[config.mk]
export PLATFORM = sky130hd
export DESIGN_NAME = mul_arbiter
export DESIGN_NICKNAME = d
export VERILOG_FILES = /design/src/rtl/mul_arbiter.sv
export SDC_FILE = /design/constraint.sdc
export NUM_CORES = 1
export LEC_CHECK = 0
export ABC_CLOCK_PERIOD_IN_PS = 3400
export CORE_MARGIN = 2
export CORE_UTILIZATION = 35
export DETAILED_ROUTE_END_ITERATION = 16
export PLACE_DENSITY = 0.71
export SLEW_MARGIN = 40
export SYNTH_ARGS = -nofsm -noshare
export SYNTH_HDL_FRONTEND = slang
export SYNTH_SLANG_ARGS = --single-unit
[constraint.sdc]
create_clock -name clk -period 3.4 [get_ports clk]
set_input_delay 0.51 -clock clk [delete_from_list [all_inputs] [get_ports clk]]
set_output_delay 0.51 -clock clk [all_outputs]
set_load 0.01 [all_outputs]
[src/rtl/mul_arbiter.sv]
// Two-requester round-robin front end for a sequenced multiplier custom-instruction port.
// Latency: ack in the cycle after the 6th edge following the req-sampling edge when mul_done returns 1 cycle after each start.
// Backpressure: req is held until ack; a loser or late requester waits in IDLE, and each mul_done wait aborts after TIMEOUT cycles.
//
// Ports: clk/reset (async, active low); req0/req1 with operands a0,b0/a1,b1;
//        ack0/ack1, res0/res1, err0/err1 completion pulses; busy;
//        mul_dataa/mul_n/mul_start/mul_clk_en/mul_done/mul_result multiplier port.
module mul_arbiter #(
    parameter int TIMEOUT = 16
) (
    input  logic               clk,
    input  logic               reset,
    input  logic               req0,
    input  logic               req1,
    input  logic signed [31:0] a0,
    input  logic signed [31:0] b0,
    input  logic signed [31:0] a1,
    input  logic signed [31:0] b1,
    output logic               ack0,
    output logic               ack1,
    output logic signed [31:0] res0,
    output logic signed [31:0] res1,
    output logic               err0,
    output logic               err1,
    output logic               busy,
    output logic [31:0]        mul_dataa,
    output logic [2:0]         mul_n,
    output logic               mul_start,
    output logic               mul_clk_en,
    input  logic               mul_done,
    input  logic signed [31:0] mul_result
);

    localparam logic [2:0] IDLE   = 3'd0;
    localparam logic [2:0] WR_A   = 3'd1;
    localparam logic [2:0] WAIT_A = 3'd2;
    localparam logic [2:0] WR_B   = 3'd3;
    localparam logic [2:0] WAIT_B = 3'd4;
    localparam logic [2:0] RD     = 3'd5;
    localparam logic [2:0] WAIT_R = 3'd6;
    localparam logic [2:0] RESP   = 3'd7;

    localparam int             CW       = $clog2(TIMEOUT + 1);
    localparam logic [CW-1:0]  CNT_LAST = CW'(TIMEOUT - 1);

    logic [2:0]         state;
    logic               ptr;
    logic               gnt_id;
    logic signed [31:0] a_q;
    logic signed [31:0] b_q;
    logic signed [31:0] res_q;
    logic               err_q;
    logic [CW-1:0]      cnt;

    logic               pick;
    logic               in_wait;
    logic [2:0]         wait_next;

    // With both requesting, ptr decides; otherwise the single requester wins.
    always_comb begin
        pick = (req0 && req1) ? ptr : req1;
    end

    always_comb begin
        in_wait   = 1'b0;
        wait_next = IDLE;
        case (state)
            WAIT_A: begin in_wait = 1'b1; wait_next = WR_B; end
            WAIT_B: begin in_wait = 1'b1; wait_next = RD;   end
            WAIT_R: begin in_wait = 1'b1; wait_next = RESP; end
            default: ;
        endcase
    end

    always_ff @(posedge clk or negedge reset) begin
        if (!reset) begin
            state  <= IDLE;
            ptr    <= 1'b0;
            gnt_id <= 1'b0;
            a_q    <= '0;
            b_q    <= '0;
            res_q  <= '0;
            err_q  <= 1'b0;
            cnt    <= '0;
        end else if (in_wait) begin
            if (mul_done) begin
                if (state == WAIT_R) begin
                    res_q <= mul_result;
                end
                state <= wait_next;
            end else if (cnt == CNT_LAST) begin
                // Abort: report error with a zero result.
                err_q <= 1'b1;
                res_q <= '0;
                state <= RESP;
            end else begin
                cnt <= cnt + 1'b1;
            end
        end else begin
            // Counter is cleared in every non-wait state, so it is zero on wait entry.
            cnt <= '0;
            case (state)
                IDLE: begin
                    if (req0 || req1) begin
                        gnt_id <= pick;
                        ptr    <= ~pick;
                        a_q    <= pick ? a1 : a0;
                        b_q    <= pick ? b1 : b0;
                        res_q  <= '0;
                        err_q  <= 1'b0;
                        state  <= WR_A;
                    end
                end
                WR_A:    state <= WAIT_A;
                WR_B:    state <= WAIT_B;
                RD:      state <= WAIT_R;
                RESP:    state <= IDLE;
                default: state <= IDLE;
            endcase
        end
    end

    // Outputs decode from state so an async reset clears them without a clock edge.
    always_comb begin
        mul_start  = 1'b0;
        mul_n      = 3'd0;
        mul_dataa  = '0;
        mul_clk_en = (state != IDLE);
        busy       = (state != IDLE);
        ack0       = 1'b0;
        ack1       = 1'b0;
        res0       = '0;
        res1       = '0;
        err0       = 1'b0;
        err1       = 1'b0;
        case (state)
            WR_A: begin
                mul_start = 1'b1;
                mul_n     = 3'd0;
                mul_dataa = a_q;
            end
            WR_B: begin
                mul_start = 1'b1;
                mul_n     = 3'd1;
                mul_dataa = b_q;
            end
            RD: begin
                mul_start = 1'b1;
                mul_n     = 3'd2;
            end
            RESP: begin
                if (gnt_id) begin
                    ack1 = 1'b1;
                    res1 = res_q;
                    err1 = err_q;
                end else begin
                    ack0 = 1'b1;
                    res0 = res_q;
                    err0 = err_q;
                end
            end
            default: ;
        endcase
    end

endmodule

==> flow_metrics.env, run 1 <==
# yosys + openroad results
export IMPL_pin_count=271
export IMPL_synthesis_area_sq_um=5700
export IMPL_postCtsSetupBuffers=0
export IMPL_crit_required_ps=2890
export IMPL_cts_hold_buffers=0
export IMPL_common_cells="107 x dfrtp_1, 64 x a221o_1, 64 x nor3_1, 56 x a21boi_0, 36 x inv_1"
export IMPL_post_route_drc_count=0
export IMPL_synthToLayoutAreaGrowth_pct=53.0
export IMPL_grt_overflow=0
export IMPL_chip_area_sq_um=17300
export IMPL_final_min_clock_period_ps=3010
export IMPL_yosysWarnings=0
export IMPL_cts_num_sinks=107
export IMPL_vias_per_cell=5.65
export IMPL_cp_max_fo=32
export IMPL_min_period_over_period=0.885
export IMPL_wl_per_cell_um=19.4
export IMPL_dp_hpwl_mm=13.8
export IMPL_fmax_ghz=0.332
export IMPL_synth_cell_type_count=38
export IMPL_first_global_vias=5615
export IMPL_r2r_cells=3
export IMPL_openroad_warnings=26
export IMPL_cp_slowest_stage_delay_ps=560
export IMPL_clk_pin_slew_ps=70
export IMPL_vias=5652
export IMPL_rsz0062_at_grt="false"
export IMPL_slowest_stage="dfrtp_1"
export IMPL_setup_viol=0
export IMPL_worst_slew_pin_slew_ps=790
export IMPL_cts_resized=0
export IMPL_die_h_um=132
export IMPL_instances_no_fill=1001
export IMPL_power_total_mw=6.15
export IMPL_flop_area_sq_um=2680
export IMPL_fp_row_count=46
export IMPL_r2r_start="state[2]"
export IMPL_die_w_um=132
export IMPL_hold_violations=0
export IMPL_core_sq_um=15900
export IMPL_grt_total_usage=0.220
export IMPL_yosysSeqAreaShare=0.470
export IMPL_holdWs_ps=217
export IMPL_syn_num_nets=720
export IMPL_slew_headroom=0.473
export IMPL_ys_flop_type="dfrtp_1"
export IMPL_clock_skew_ps=7.23
export IMPL_grt_antenna_before_repair=0
export IMPL_dp_cells=985
export IMPL_switching_power_mw=2.34
export IMPL_critical_path_class="flop to primary output"
export IMPL_start_kind="flop"
export IMPL_rrSetupSlack_ps=1070
export IMPL_fp_utilization=0.359
export IMPL_end_kind="primary output"
export IMPL_clock_latency_ps=340
export IMPL_async_reset_ff_frac=1.00
export IMPL_status="complete, no violations"
export IMPL_grt_pass1_wl_mm=30.8
export IMPL_firstDrtPassIters=5
export IMPL_r2r_end="a_q[24]"
export IMPL_syn_area_per_cell_sq_um=10.3
export IMPL_logic_area_sq_um=2530
export IMPL_pre_cts_slack_ps=765
export IMPL_fillCellCount=1370
export IMPL_powerDensity_nw_per_um2=704
export IMPL_swShare=0.380
export IMPL_cts_tree="done"
export IMPL_drt_iter0_drc=373
==> run 1: layout by cell type (no fill, tap or decap), types with 6 or more instances in the layout <==
cell / n
dfrtp_1: 107
clkbuf_16: 9
a21boi_0: 56
clkdlybuf4s50_1: 268
a32oi_1: 32
a21oi_1: 6
nand2_1: 6
a221o_1: 64
nor2_1: 8
a22o_1: 32
nor3_1: 64
buf_4: 14
a21boi_1: 8
inv_1: 36
o21ai_0: 34
==> run 1: final cells by class <==
cell class / instances / area share
Timing Repair Buffer: 283 / 0.321
Sequential cell: 107 / 0.307
Multi-Input combinational cell: 343 / 0.290
Tap cell: 216 / 0.0310
Clock buffer: 11 / 0.0267
Inverter: 36 / 0.0155
Clock inverter: 5 / 0.00889
==> run 1: flip-flops by register name (all words and copies together) (netlist names) <==
| register | count |
|---|---|
| a_q | 32 |
| b_q | 32 |
| cnt | 5 |
| err_q | 1 |
| gnt_id | 1 |
| ptr | 1 |
| res_q | 32 |
| state | 3 |
==> run 1: routing by layer <==
| metal | wire [um] | track usage | up-vias |
|---|---|---|---|
| met4 | 531 | 0.0833 | 0 |
| met1 | 8080 | 0.276 | 2729 |
| met3 | 1680 | 0.0571 | 30 |
| li1 | - | - | 2580 |
| met2 | 9140 | 0.363 | 313 |
| met5 | 0 | 0 | - |
==> run 1: critical path, delay by kind of cell, from the launching register on <==
kind / cells / cell delay, ps
flops: 1 / 560
simple gates: 2 / 470
compound gates: 1 / 220
buf+inv: 2 / 900
==> run 1: cell families after synthesis <==
family | share of synthesized area
xor gates and xnor gates | 0.00592
and+or+nand+nor | 0.0884
adders and majority gates | 0.00439
buffers and inverters | 0.0906
AOI/OAI and AO/OA | 0.340
other | 0.000658
DFF | 0.470
==> run 1: power by group through the flow <==
stage                     combinational [mW]  sequential [mW]  clock, mW
final                                   2.83             2.22       1.11
after global routing                    3.08             2.28       1.19
after CTS                               2.82             2.21       1.13
after detailed placement                2.82             2.21          0
after global placement                  2.71             2.23          0
after floorplan                         1.94             2.03          0
==> run 1: how the worst max path moves through the flow <==
stage                     startpoint            end  slack, ps  depth (start not counted)
final                       state[2]   mul_dataa[0]        390                          5
after global routing        state[2]   mul_dataa[6]        250                          5
after CTS                   state[2]  mul_dataa[14]        380                          5
after detailed placement    state[2]  mul_dataa[14]        760                          5
after global placement      state[2]        a_q[17]        800                          3
after floorplan             state[1]       res0[21]       1580                          5
run_1/clk_routes.png
Bar = 50 um.
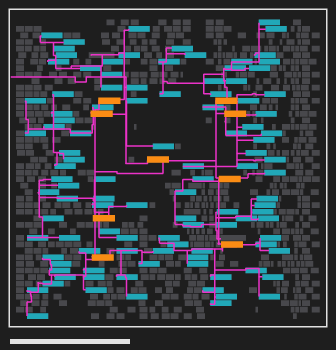
flip-flops: in cyan, count 107. clock wires: in magenta, length 1330 um. clock drivers: in orange, count 9.
Position of the flops: all over the die. There are 10 routed clock nets.

run_1/metal_density.png
26 x 26 tiles, from dark blue (low) to red (high), scaled to the fullest tile. Values are wire area over tile area, all layers added.
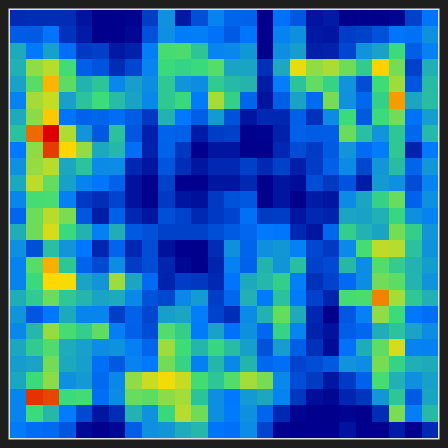
14% of the tiles are over half the peak. The emptiest ninth of the die: center. 6.8% of the tiles are nearly empty.

run_1/sizes.png
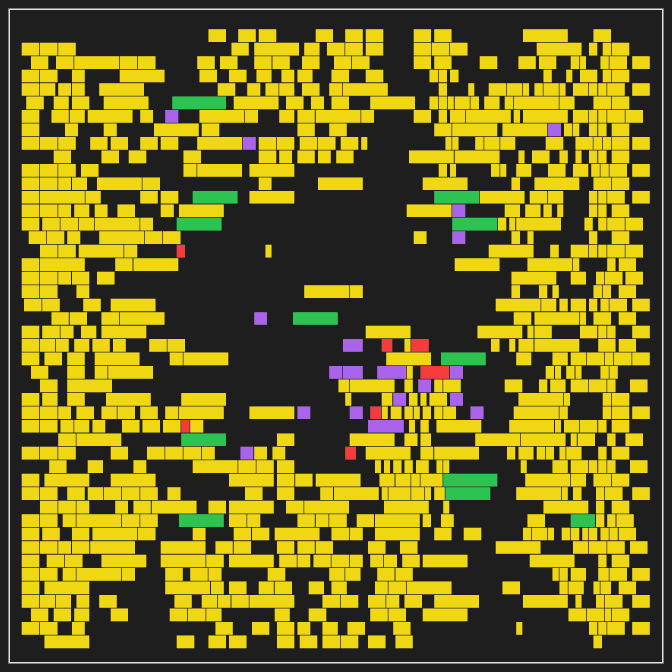
_3 and _4 cells: in purple, cells 19. _6 and larger: in green, cells 12. _2 cells: in red, cells 7. _0 and _1 cells: in yellow, cells 747.

==> run 2: changes to the inputs <==
CORE_MARGIN = 10   (was 2)
run_2/flops_by_reg.png
Bar = 50 um.
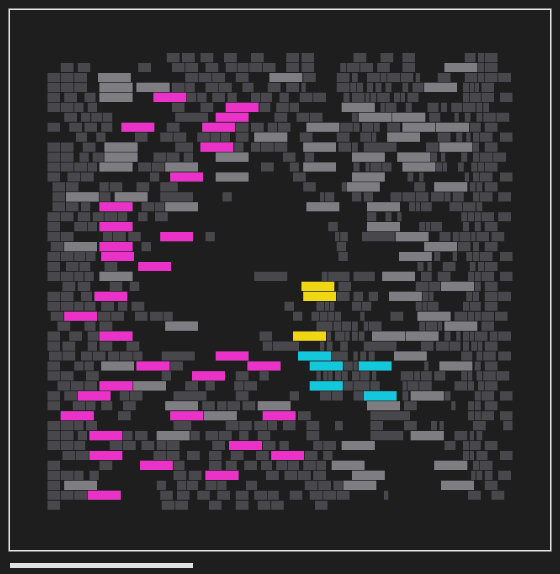
`b_q`: in magenta, placed flops 32. `state`: in yellow, placed flops 3. `cnt`: in cyan, placed flops 5.

run_2/placement.png
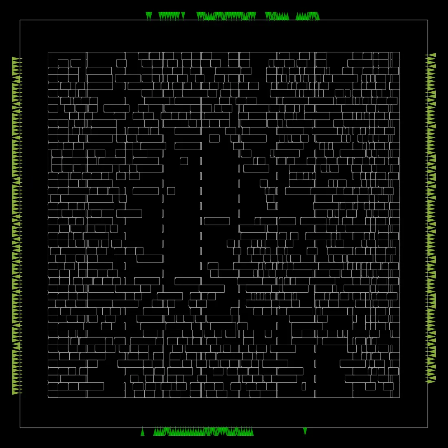
Seq/total area: 0.306
CORE AREA: 15900 sq um
Finished Layout Cells: 1003
fillers: 1409
Flop Count: 107

run_2/clk_routes.png
Bar = 50 um.
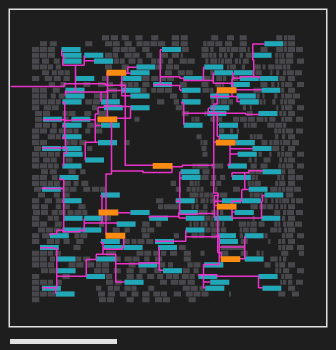
P_clk: 1.09 mW
clk_lat worst skew: 350 ps
clock skew: 9.55 ps
Clk pwr share: 0.178

==> flow_metrics.env, run 2 <==
# yosys + openroad results
export IMPL_switching_power_mw=2.36
export IMPL_cts_num_sinks=107
export IMPL_drive_gt1_frac=0.0521
export IMPL_cp_max_fo=32
export IMPL_synth_adder_area_share=0.00439
export IMPL_tns_ps=0
export IMPL_ant_nets=0
export IMPL_r2r_start="state[2]"
export IMPL_fp_utilization=0.358
export IMPL_dp_cells=987
export IMPL_synthXorXnorAreaFrac=0.00592
export IMPL_rsz0062_at_grt="false"
export IMPL_placed_area_sq_um=8420
export IMPL_critical_path_class="flop to primary output"
export IMPL_max_vdd_ir_drop_mv=0.363
export IMPL_yosys_stat_area_sq_um=5700
export IMPL_top_area_frac=0.470
export IMPL_status="complete, no violations"
export IMPL_drt_iter0_drc=337
export IMPL_top_cells_by_area="dfrtp_1 47%, a221o_1 11%, a21boi_0 7.4%"
export IMPL_hp_class="input port to asynchronous set/reset pin"
export IMPL_fp_row_count=46
export IMPL_port_buffers=269
export IMPL_synth_flops=107
export IMPL_slew_headroom=0.543
export IMPL_rrSetupSlack_ps=960
export IMPL_aoi_share=0.341
export IMPL_final_cell_area_sq_um=8740
export IMPL_cts_resized=0
export IMPL_synth_logic_top_family="AND-OR/OR-AND gates"
export IMPL_syn_area_per_cell_sq_um=10.3
export IMPL_slew_violations=0
export IMPL_grt_antenna_before_repair=0
export IMPL_yosys_cells=553
export IMPL_syn_num_nets=720
export IMPL_ys_flop_type="dfrtp_1"
export IMPL_openroad_warnings=26
export IMPL_fin_util=0.548
export IMPL_async_reset_ff_frac=1.00
export IMPL_grt_total_usage=0.192
export IMPL_fmax_ghz=0.331
export IMPL_die_w_um=148
export IMPL_synthesis_area_sq_um=5700
export IMPL_edf_count=0
export IMPL_lay_top_count="clkdlybuf4s50_1"
export IMPL_r2r_end="b_q[17]"
export IMPL_r2r_cells=5
export IMPL_wl_per_cell_um=21.8
export IMPL_syn_instance_count=553
export IMPL_cts_root_buf="clkbuf_16"
export IMPL_start_kind="flop"
export IMPL_fin_nets=949
export IMPL_cts_buffer_depth=2
export IMPL_drv_cap=0
export IMPL_clk_pin_slew_ps=70
export IMPL_cts_tree="done"
export IMPL_largestRegisters="a_q (32), b_q (32), res_q (32)"
export IMPL_grt_overflow=0
export IMPL_final_min_clock_period_ps=3020
export IMPL_grt_pass1_wl_mm=33.7
export IMPL_first_global_vias=5905
export IMPL_cts_hold_buffers=0
export IMPL_cts_buffers=9
export IMPL_pin_count=271
export IMPL_crit_arrival_ps=2510
export IMPL_hold_violations=0
export IMPL_totalWireLength_mm=21.8
export IMPL_internal_power_mw=3.80
export IMPL_p_leak_nw=3.42
export IMPL_ys_sh_simple=0.0884
export IMPL_grt_max_degree=67
export IMPL_firstDrtPassIters=5
export IMPL_vias=5645
export IMPL_vias_per_cell=5.63
export IMPL_chip_area_sq_um=21800
export IMPL_synthToLayoutAreaGrowth_pct=53.2
export IMPL_combPwrFrac=0.457
export IMPL_holdWs_ps=184
export IMPL_final_cell_mix="268 x clkdlybuf4s50_1, 107 x dfrtp_1, 64 x nor3_1, 64 x a221o_1, 56 x a21boi_0"
export IMPL_power_total_mw=6.16
export IMPL_crit_required_ps=2890
export IMPL_worst_slew_pin_slew_ps=685
export IMPL_yosysSeqAreaShare=0.470
export IMPL_yosysWarnings=0
export IMPL_end_kind="primary output"
export IMPL_dp_hpwl_mm=16.4
export IMPL_seq_power_share=0.365
export IMPL_swShare=0.384
export IMPL_postCtsSetupBuffers=0
export IMPL_min_period_over_period=0.890
export IMPL_diodes=0
export IMPL_layout_setup_ws_ps=375
export IMPL_yosysTopAreaCell="dfrtp_1"
export IMPL_common_cells="107 x dfrtp_1, 64 x a221o_1, 64 x nor3_1, 56 x a21boi_0, 36 x inv_1"
export IMPL_post_route_drc_count=0
export IMPL_setup_viol=0
export IMPL_die_h_um=148
export IMPL_top_cell="dfrtp_1"
export IMPL_pre_cts_slack_ps=787
export IMPL_cts_htree_levels=3
export IMPL_place_gp_congestion=0.884
export IMPL_synth_cell_type_count=38
export IMPL_powerDensity_nw_per_um2=705
export IMPL_synth_area_mux_share=0
run 2: cell types whose count changed in the layout (fill, tap and decap cells not counted), sizes merged:
| cell | change |
|---|---|
| buf | +3 |
| bufinv | -1 |
| clkinvlp | +1 |
| clkinv | -2 |
| clkbuf | +1 |
run 2: kinds of logic after synthesis:
kind of cell / after synthesis
simple gates: 97
flops: 107
fa+ha+maj: 2
other cells: 1
compound gates: 240
buf+inv: 103
xor+xnor: 3
run 2: final cells by class:
cell class / count / area [sq um]
Clock buffer: 13 / 270
Clock inverter: 3 / 45.0
Fill cell: 1409 / 7200
Inverter: 36 / 135
Multi-Input combinational cell: 343 / 2520
Sequential cell: 107 / 2680
Tap cell: 216 / 270
Timing Repair Buffer: 285 / 2820
run 2: worst max-delay path by stage:
stage | cells past startpoint | start | endpoint
after floorplan | 5 | state[1] | res0[21]
after global placement | 5 | state[2] | mul_dataa[2]
after detailed placement | 5 | state[2] | mul_dataa[0]
after CTS | 5 | state[2] | mul_dataa[0]
after global routing | 5 | state[2] | mul_dataa[0]
final | 5 | state[2] | mul_dataa[26]
run 2: worst max-delay path, cell delays in order (launching register included):
cell and delay, ps:
dfrtp_1 570, or2_1 360, nor2_2 90, buf_4 360, a22o_1 230, clkdlybuf4s50_1 550
run 2: power groups by stage:
stage          clock network [mW]  registers, mW  logic [mW]
2_1_floorplan                   0           2.03        1.94
3_3_place_gp                    0           2.26        2.71
4_1_cts                      1.13           2.24        2.83
3_5_place_dp                    0           2.24        2.83
5_1_grt                      1.18           2.30        3.08
6_report                     1.09           2.25        2.82
run 2: metal layers:
layer	global-route usage	up-vias	share of wire
met4	0.0837	0	0.032
met2	0.300	325	0.45
li1	-	2579	-
met3	0.0736	36	0.11
met5	0	-	0
met1	0.230	2705	0.41
==> run 3: changes to the inputs <==
CORE_MARGIN = 5   (was 10)
GPL_TIMING_DRIVEN = 0   (was default)
==> flow_metrics.env, run 3 <==
# yosys + openroad results
export IMPL_diodes=0
export IMPL_drive_gt1_frac=0.0800
export IMPL_logic_area_sq_um=2510
export IMPL_synthesis_area_sq_um=5700
export IMPL_crit_arrival_ps=2500
export IMPL_fin_util=0.566
export IMPL_largestRegisters="a_q (32), b_q (32), res_q (32)"
export IMPL_cts_num_sinks=107
export IMPL_end_kind="primary output"
export IMPL_port_buffers=269
export IMPL_place_gp_congestion=0.882
export IMPL_drv_cap=0
export IMPL_ys_flop_type="dfrtp_1"
export IMPL_critical_path_class="flop to primary output"
export IMPL_fin_nets=1001
export IMPL_top_cells_by_area="dfrtp_1 47%, a221o_1 11%, a21boi_0 7.4%"
export IMPL_tns_ps=0
export IMPL_status="complete, no violations"
export IMPL_hold_violations=0
export IMPL_top_area_frac=0.470
export IMPL_clock_latency_ps=350
export IMPL_fp_utilization=0.358
export IMPL_p_leak_nw=3.61
export IMPL_vias_per_cell=5.48
export IMPL_min_period_over_period=0.884
export IMPL_yosysWarnings=0
export IMPL_first_global_vias=6022
export IMPL_powerDensity_nw_per_um2=706
export IMPL_grt_total_usage=0.223
export IMPL_setup_viol=0
export IMPL_wl_per_cell_um=20.4
export IMPL_synth_area_mux_share=0
export IMPL_aoi_share=0.341
export IMPL_synth_flops=107
export IMPL_clk_pin_slew_ps=70
export IMPL_r2r_start="cnt[0]"
export IMPL_yosys_stat_area_sq_um=5700
export IMPL_die_w_um=138
export IMPL_holdWs_ps=77.2
export IMPL_grt_pass1_wl_mm=32.8
export IMPL_cts_buffers=9
export IMPL_fmax_ghz=0.333
export IMPL_edf_count=0
export IMPL_hp_class="input port to asynchronous set/reset pin"
export IMPL_chip_area_sq_um=18900
export IMPL_crit_required_ps=2890
export IMPL_yosysTopAreaCell="dfrtp_1"
export IMPL_r2r_end="res_q[22]"
export IMPL_worst_slew_pin_slew_ps=513
export IMPL_pre_cts_slack_ps=748
export IMPL_cts_htree_levels=3
export IMPL_cts_buffer_depth=2
export IMPL_rsz0062_at_grt="false"
export IMPL_ys_sh_simple=0.0884
export IMPL_final_cell_mix="268 x clkdlybuf4s50_1, 107 x dfrtp_1, 64 x nor3_1, 64 x a221o_1, 56 x a21boi_0"
export IMPL_syn_area_per_cell_sq_um=10.3
export IMPL_ant_nets=0
export IMPL_top_cell="dfrtp_1"
export IMPL_vias=5779
export IMPL_cts_hold_buffers=0
export IMPL_cts_tree="done"
export IMPL_pin_count=271
export IMPL_yosysSeqAreaShare=0.470
export IMPL_cp_max_fo=10
export IMPL_syn_num_nets=720
export IMPL_yosys_cells=553
export IMPL_core_sq_um=15900
export IMPL_lay_top_count="clkdlybuf4s50_1"
export IMPL_dp_hpwl_mm=17.1
export IMPL_flop_area_sq_um=2680
export IMPL_synth_logic_top_family="AND-OR/OR-AND gates"
export IMPL_syn_instance_count=553
export IMPL_grt_antenna_before_repair=1
export IMPL_start_kind="flop"
export IMPL_firstDrtPassIters=5
export IMPL_totalWireLength_mm=21.5
export IMPL_die_h_um=138
export IMPL_r2r_cells=7
export IMPL_slew_violations=0
export IMPL_critPathCapture="mul_dataa[25]"
export IMPL_async_reset_ff_frac=1.00
export IMPL_postCtsSetupBuffers=0
export IMPL_clock_skew_ps=3.75
export IMPL_rrSetupSlack_ps=1240
export IMPL_synth_cell_type_count=38
export IMPL_max_vdd_ir_drop_mv=0.308
export IMPL_synthToLayoutAreaGrowth_pct=58.2
export IMPL_openroad_warnings=26
export IMPL_synth_adder_area_share=0.00439
export IMPL_final_min_clock_period_ps=3010
export IMPL_post_route_drc_count=0
export IMPL_slew_headroom=0.658
export IMPL_common_cells="107 x dfrtp_1, 64 x a221o_1, 64 x nor3_1, 56 x a21boi_0, 36 x inv_1"
export IMPL_layout_setup_ws_ps=395
run 3: layout make-up:
type	count	area share
flip-flops and latches	107	0.297
inverters	36	0.0150
plain buffers	67	0.0423
repair buffers	270	0.302
well taps	216	0.0299
clock inverters	4	0.00818
clock buffers	11	0.0280
multi-input cells	343	0.278
run 3: cells by family (layout without fill, tap and decap cells):
| logic type | after synthesis | in the layout |
|---|---|---|
| AND-OR/OR-AND | 240 | 240 |
| XOR/XNOR | 3 | 3 |
| adder cells (fa/ha/maj) | 2 | 2 |
| buffers and inverters | 103 | 388 |
| flip-flops | 107 | 107 |
| other | 1 | 1 |
| AND/OR/NAND/NOR | 97 | 97 |
run 3: metrics by stage:
stage               std cells  instance area (sq um)  total power, mW
detailed placement       1039                   8700             5.24
CTS                      1054                   9020             6.40
floorplan                 553                   5700             3.97
global route             1054                   9020             6.80
global placement         1038                   8670             5.14
finish                   1054                   9020             6.37
run 3: power by group:
group | internal (mW) | switching, mW | total [mW]
clock network | 0.682 | 0.462 | 1.14
logic | 1.47 | 1.63 | 3.10
registers | 1.82 | 0.313 | 2.13
total | 3.97 | 2.40 | 6.37
run 3: how the worst min path moves through the flow:
stage	from	end	cells after the start
6_report	reset	res_q[9]	1
5_1_grt	reset	res_q[9]	1
4_1_cts	reset	res_q[10]	1
3_5_place_dp	reset	res_q[9]	1
3_3_place_gp	ptr	ptr	1
2_1_floorplan	reset	a_q[0]	0
run 3: layer usage:
metal | global-route usage | part of all wire | vias to the layer above
met1 | 0.266 | 0.39 | 2786
met4 | 0.0682 | 0.018 | 2
li1 | - | - | 2692
met3 | 0.0661 | 0.10 | 28
met2 | 0.387 | 0.49 | 271
met5 | 0 | 0.00061 | -
run 3: critical path, stage by stage, from the launching register on:
cell and delay, ps:
dfrtp_1 440, or2_1 290, nor2_1 330, buf_2 320
a22o_1 190, clkdlybuf4s50_1 580
run_3/sizes.png
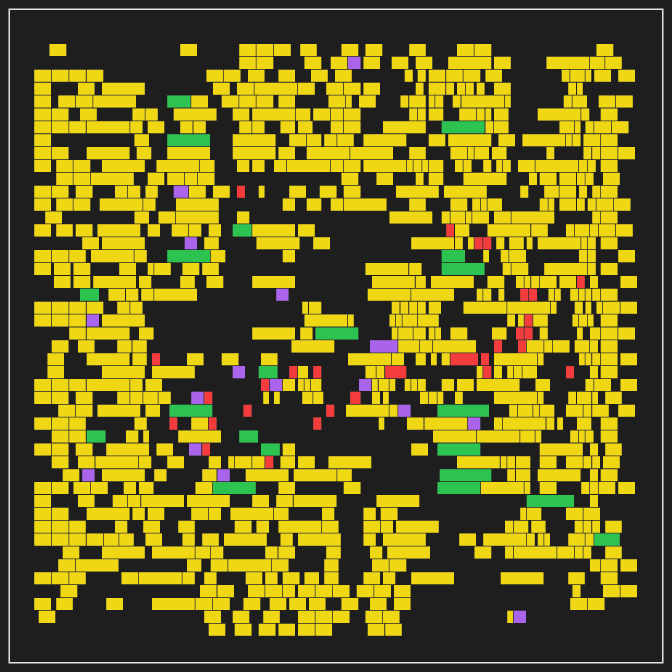
_0 and _1 cells: in yellow, cells 771. _6 and larger: in green, cells 21. _2 cells: in red, cells 30. _3 and _4 cells: in purple, cells 16.

run_3/flops_by_reg.png
Bar = 50 um.
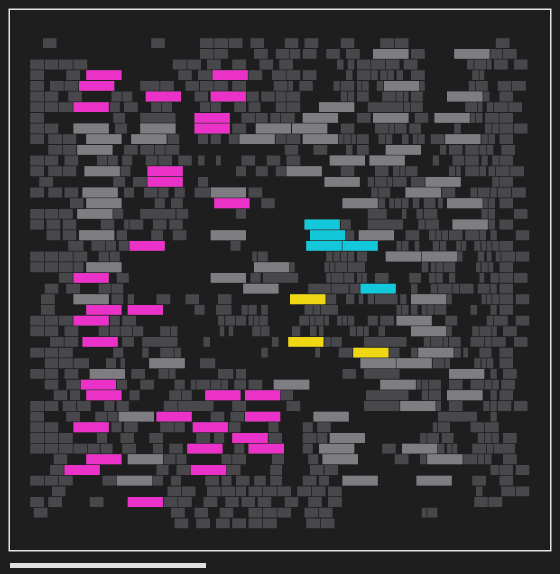
`b_q`: in magenta, placed flops 32. `cnt`: in cyan, placed flops 5, where center. `state`: in yellow, placed flops 3.

run_3/placement.png
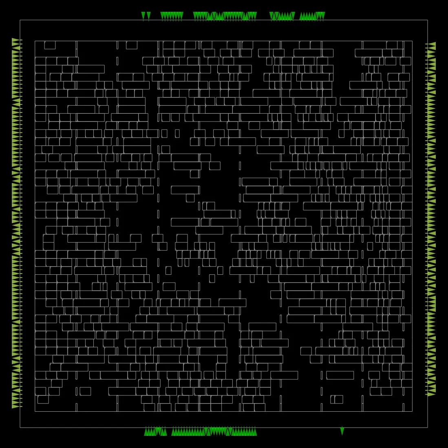
Tap Cells: 216
row cnt: 46
fillers: 1381
Seq/total area: 0.297

Power figures rest on the tool's default switching activity, not on a simulated workload.
